Figure 1. Met3 routing.
Drawn at 4 px/µm.
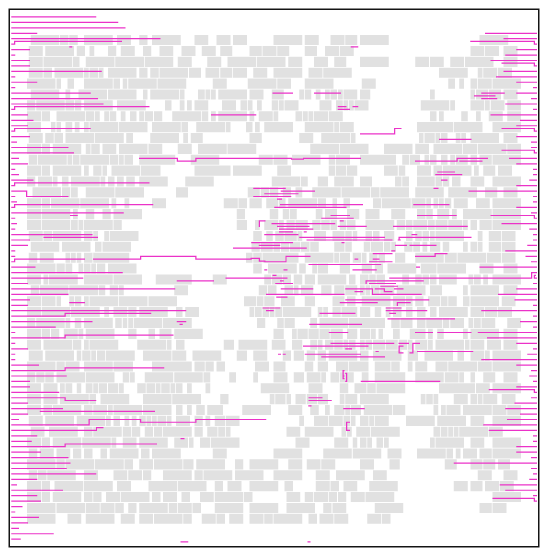
Figure 2. Signal metal coverage by tile.
Drawn at 3 px/µm. The die is cut into 26 by 27 equal tiles; dark blue is low, red is high, scaled to the fullest tile. Values are wire area over tile area, all layers added.
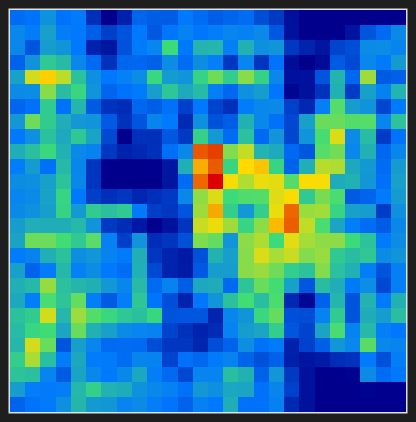
Figure 3. Congestion heat map.
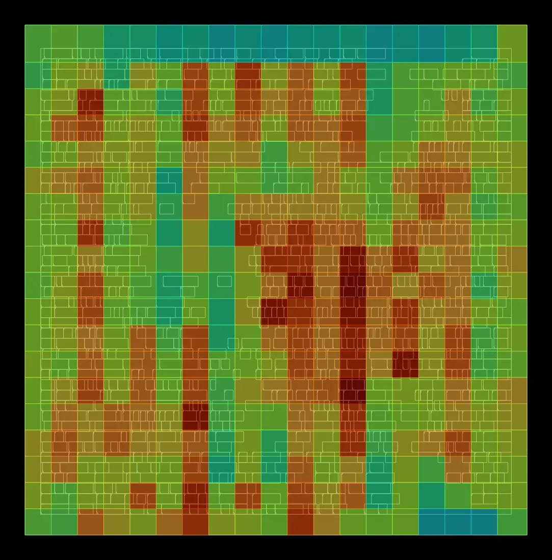
Figure 4. M2 wires.
Drawn at 4 px/µm.
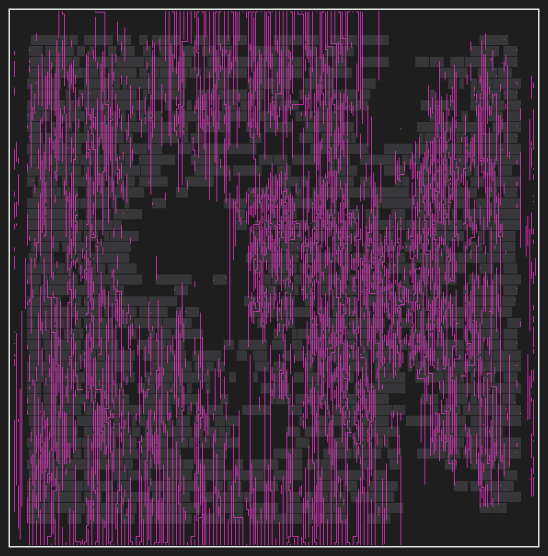
`src/rtl/fetch_unit.sv`:
```
`default_nettype none
// +-----------------------------------------------------------------------------+
// | fetch_unit: holds the PC and fetches 32-bit words for execute. While an     |
// | instruction executes, execute's load/store traffic goes through the single  |
// | memory port. Optional macro FETCH_HALT_ON_INVALID_EN halts the unit on a    |
// | decode fault reported by execute.                                           |
// | Rev 1.0                                                                     |
// +-----------------------------------------------------------------------------+
`ifndef DATA_WIDTH
`define DATA_WIDTH 32
`endif

module fetch_unit #(
  parameter logic [31:0] RESET_PC   = 32'h0000_0000,
  parameter logic [31:0] NOP_WORD   = 32'h0000_0013,
  parameter int          DATA_WIDTH = `DATA_WIDTH
) (
  input  logic                  i_clk,
  input  logic                  i_rst_n,
  output logic [31:0]           o_mem_addr,
  output logic                  o_mem_rd_ready,
  input  logic                  i_mem_rd_valid,
  input  logic [DATA_WIDTH-1:0] i_mem_data,
  output logic                  o_mem_wr_valid,
  input  logic                  i_mem_wr_ready,
  output logic [DATA_WIDTH-1:0] o_mem_data,
  output logic [2:0]            o_mem_wr_width,
  input  logic [31:0]           i_ex_addr,
  input  logic                  i_ex_rd_ready,
  output logic                  o_ex_rd_valid,
  output logic [DATA_WIDTH-1:0] o_ex_data,
  input  logic                  i_ex_wr_valid,
  output logic                  o_ex_wr_ready,
  input  logic [DATA_WIDTH-1:0] i_ex_data,
  input  logic [2:0]            i_ex_wr_width,
  output logic [31:0]           o_inst,
  output logic [31:0]           o_pc,
  input  logic                  i_finished,
  input  logic                  i_pc_change,
  input  logic [31:0]           i_new_pc,
  input  logic                  i_invalid_inst,
  output logic                  o_halted,
  output logic [31:0]           o_fault_pc
);

  typedef enum logic [1:0] {
    S_FETCH = 2'd0,
    S_EXEC  = 2'd1,
    S_HALT  = 2'd2
  } state_t;

  state_t      r_state, w_state_next;
  logic [31:0] r_pc, w_pc_next;
  logic [31:0] r_inst, w_inst_next;
  logic [31:0] r_fault_pc, w_fault_pc_next;
  logic        w_invalid_halt;

`ifdef FETCH_HALT_ON_INVALID_EN
  assign w_invalid_halt = i_invalid_inst;
`else
  logic w_unused_invalid;
  assign w_unused_invalid = i_invalid_inst;
  assign w_invalid_halt   = 1'b0;
`endif

  always_ff @(posedge i_clk) begin
    if (!i_rst_n) begin
      r_state    <= S_FETCH;
      r_pc       <= RESET_PC;
      r_inst     <= NOP_WORD;
      r_fault_pc <= 32'h0;
    end else begin
      r_state    <= w_state_next;
      r_pc       <= w_pc_next;
      r_inst     <= w_inst_next;
      r_fault_pc <= w_fault_pc_next;
    end
  end

  always_comb begin
    w_state_next    = r_state;
    w_pc_next       = r_pc;
    w_inst_next     = r_inst;
    w_fault_pc_next = r_fault_pc;
    case (r_state)
      S_FETCH: begin
        if (i_mem_rd_valid) begin
          w_inst_next  = i_mem_data[31:0];
          w_state_next = S_EXEC;
        end
      end
      S_EXEC: begin
        if (w_invalid_halt) begin
          w_state_next    = S_HALT;
          w_fault_pc_next = r_pc;
        end else if (i_finished) begin
          // Redirect targets must be word aligned; a misaligned one stops the unit.
          if (i_pc_change && (i_new_pc[1:0] != 2'b00)) begin
            w_state_next    = S_HALT;
            w_fault_pc_next = r_pc;
          end else begin
            w_state_next = S_FETCH;
            w_pc_next    = i_pc_change ? i_new_pc : (r_pc + 32'd4);
          end
        end
      end
      default: ;
    endcase
  end

  // Memory requests are held off while reset is asserted, whatever the state.
  always_comb begin
    o_mem_addr     = 32'h0;
    o_mem_rd_ready = 1'b0;
    o_mem_wr_valid = 1'b0;
    o_mem_data     = '0;
    o_mem_wr_width = 3'd0;
    o_ex_rd_valid  = 1'b0;
    o_ex_data      = '0;
    o_ex_wr_ready  = 1'b0;
    o_inst         = NOP_WORD;
    if (i_rst_n) begin
      case (r_state)
        S_FETCH: begin
          o_mem_addr     = r_pc;
          o_mem_rd_ready = 1'b1;
        end
        S_EXEC: begin
          o_inst         = r_inst;
          o_mem_addr     = i_ex_addr;
          o_mem_rd_ready = i_ex_rd_ready & ~w_invalid_halt;
          o_ex_rd_valid  = i_mem_rd_valid;
          o_ex_data      = i_mem_data;
          o_mem_wr_valid = i_ex_wr_valid & ~w_invalid_halt;
          o_ex_wr_ready  = i_mem_wr_ready;
          o_mem_data     = i_ex_data;
          o_mem_wr_width = i_ex_wr_width;
        end
        default: ;
      endcase
    end
  end

  assign o_pc       = r_pc;
  assign o_halted   = (r_state == S_HALT);
  assign o_fault_pc = r_fault_pc;

endmodule

`default_nettype wire

```
`config.mk`:
```
export PLATFORM = sky130hd
export DESIGN_NAME = fetch_unit
export DESIGN_NICKNAME = d
export VERILOG_FILES = /design/src/rtl/fetch_unit.sv
export SDC_FILE = /design/constraint.sdc
export NUM_CORES = 1
export LEC_CHECK = 0
export ABC_CLOCK_PERIOD_IN_PS = 3400
export CAP_MARGIN = 20
export CORE_AREA = 4 4 128 130
export DETAILED_ROUTE_END_ITERATION = 16
export DIE_AREA = 0 0 132 134
export PLACE_DENSITY = 0.86
export SYNTH_ARGS = -nofsm -noshare
export SYNTH_HDL_FRONTEND = slang
export SYNTH_SLANG_ARGS = --single-unit
```
`constraint.sdc`:
```
create_clock -name i_clk -period 3.4 [get_ports i_clk]
set_input_delay 0.68 -clock i_clk [delete_from_list [all_inputs] [get_ports i_clk]]
set_output_delay 0.68 -clock i_clk [all_outputs]
set_load 0.05 [all_outputs]
```
==> results.yml <==
# physical design summary
final_timing:
  period_minus_slack_ps: 3080
  setup_ws_ps: 322
  finalCritPeriodShare_pct: 90.5
  fmax_ghz: 0.325
  finClkSkew_ps: 12.5
  fin_setup_tns_ps: 0
  rsz0062_at_grt: "no"
  worstMarginPinSlew_ps: 843
detailed_routing:
  first_iter_violations: 546
  wl_met3_mm: 2.67
  drt-wirelength-per-cell_um: 19.6
  drtPass1Iterations: 5
  ant_nets: 0
  highest_layer: "met5"
setup_path:
  path_class: "primary input to primary output"
  rr_endpoint: "o_pc[28]"
  end_kind: "primary output"
  r2r_setup_slack_ps: 1120
  reg2reg_depth: 5
  cp-start-kind: "primary input"
  cp_max_fo: 32
  critPathArrivalTime_ps: 2400
  setup.worst_path.start: "i_rst_n"
yosys:
  top_cells_by_count: "nand2_1, and2_1, dfxtp_1, a21oi_1, clkbuf_1"
  ys.flop_type: "dfxtp_1"
  synthXorXnorAreaFrac_pct: 0
  compound_area_share_pct: 22.1
  top_cell: "nand2_1"
  largest_area_cell: "dfxtp_1"
  ys_ff: 98
  edf_count: 0
  ys_chip_area_um2: 5500
  yosysWarningCount: 0
  syn_inst: 739
  area_leaders: "dfxtp_1, and2_1, nand2_1, a21oi_1, a22o_1"
  synthSimpleGateAreaFrac_pct: 35.9
  synth_cell_type_count: 60
power_and_ir_drop:
  switching_share_pct: 30.1
  power_leader: "sequential cells"
  comb_power_uw: 889
  fin_total_pwr_mw: 3.13
  cellPowerDensity_nw_per_um2: 292
  power.internal_mw: 2.19
  clock_power_share_pct: 32.7
placement:
  routabilityCongestion: 0.926
  place_hpwl_mm: 19.1
  pre_cts_ws_ps: 300
  io_buffers: 338
clock_network:
  clk_latency_ps: 350
  cts_hold_buffers: 0
  cts_tree: "done"
  htree_levels: 3
  cts_resized: 0
  cts.sinks: 98
run_status:
  status: "complete, no violations"
final_layout:
  fillers: 1058
  final_common_cell: "clkdlybuf4s50_1"
  fin_nets: 1192
  areaGrowthSynthToFinish_pct: 95.1
  final_cells: 1244
  seq_area_um2: 1960
  mostFrequentLayoutCells: "clkdlybuf4s50_1, nand2_1, buf_12, and2_1, dfxtp_1"
die:
  die-height_um: 134
  row_count: 45
worst_hold_path:
  worstHoldPathType: "flop to flop"
  holdPathStages: 2
  hp-start: "r_inst[20]"
global_routing:
  grt_pass1_wl_mm: 37.2
  antenna_found_initial: 1
  grt_max_degree: 69
  grt_pass1_vias: 6759
  grt_usage_pct: 26.1
run:
  max-cap-violations: 0
Notes on Figure 1 above:
The longest straight run is 43.5 µm. 258 nets have wire on it.

Notes on Figure 2 above:
The fullest tile reaches 0.76. 14% of the tiles are over half the peak. The mean over all tiles is 0.23.

Notes on Figure 3 above:
met3 usage: 10.1%
Final Util: 70.8%
met1 Use GR: 28.4%

Notes on Figure 4 above:
1038 nets have wire on it. The layer carries 12600 µm of wire.

[state kept, by name (all words and copies together) (netlist names)]
register,cells
o_fault_pc,32
r_state,2
o_pc,32
r_inst,32
[worst min-delay path: cells and delay by family (launching register included)]
kind,cells,cell delay (ps)
DFF,1,310
AOI/OAI and AO/OA,1,50
and+or+nand+nor,1,50
[layout make-up]
cell class                      count  share of cell area (%)
Inverter                            7                   0.245
Timing Repair Buffer              367                    46.2
Multi-Input combinational cell    568                    30.2
Tap cell                          188                    2.19
Clock buffer                       14                    2.65
Sequential cell                    98                    18.3
Clock inverter                      2                   0.163
[metal layers]
layer / vias up / global-route usage [%]
met2: 419 / 47.9
met1: 3238 / 28.4
met4: 2 / 6.07
li1: 3222 / -
met3: 44 / 10.1
met5: - / 0
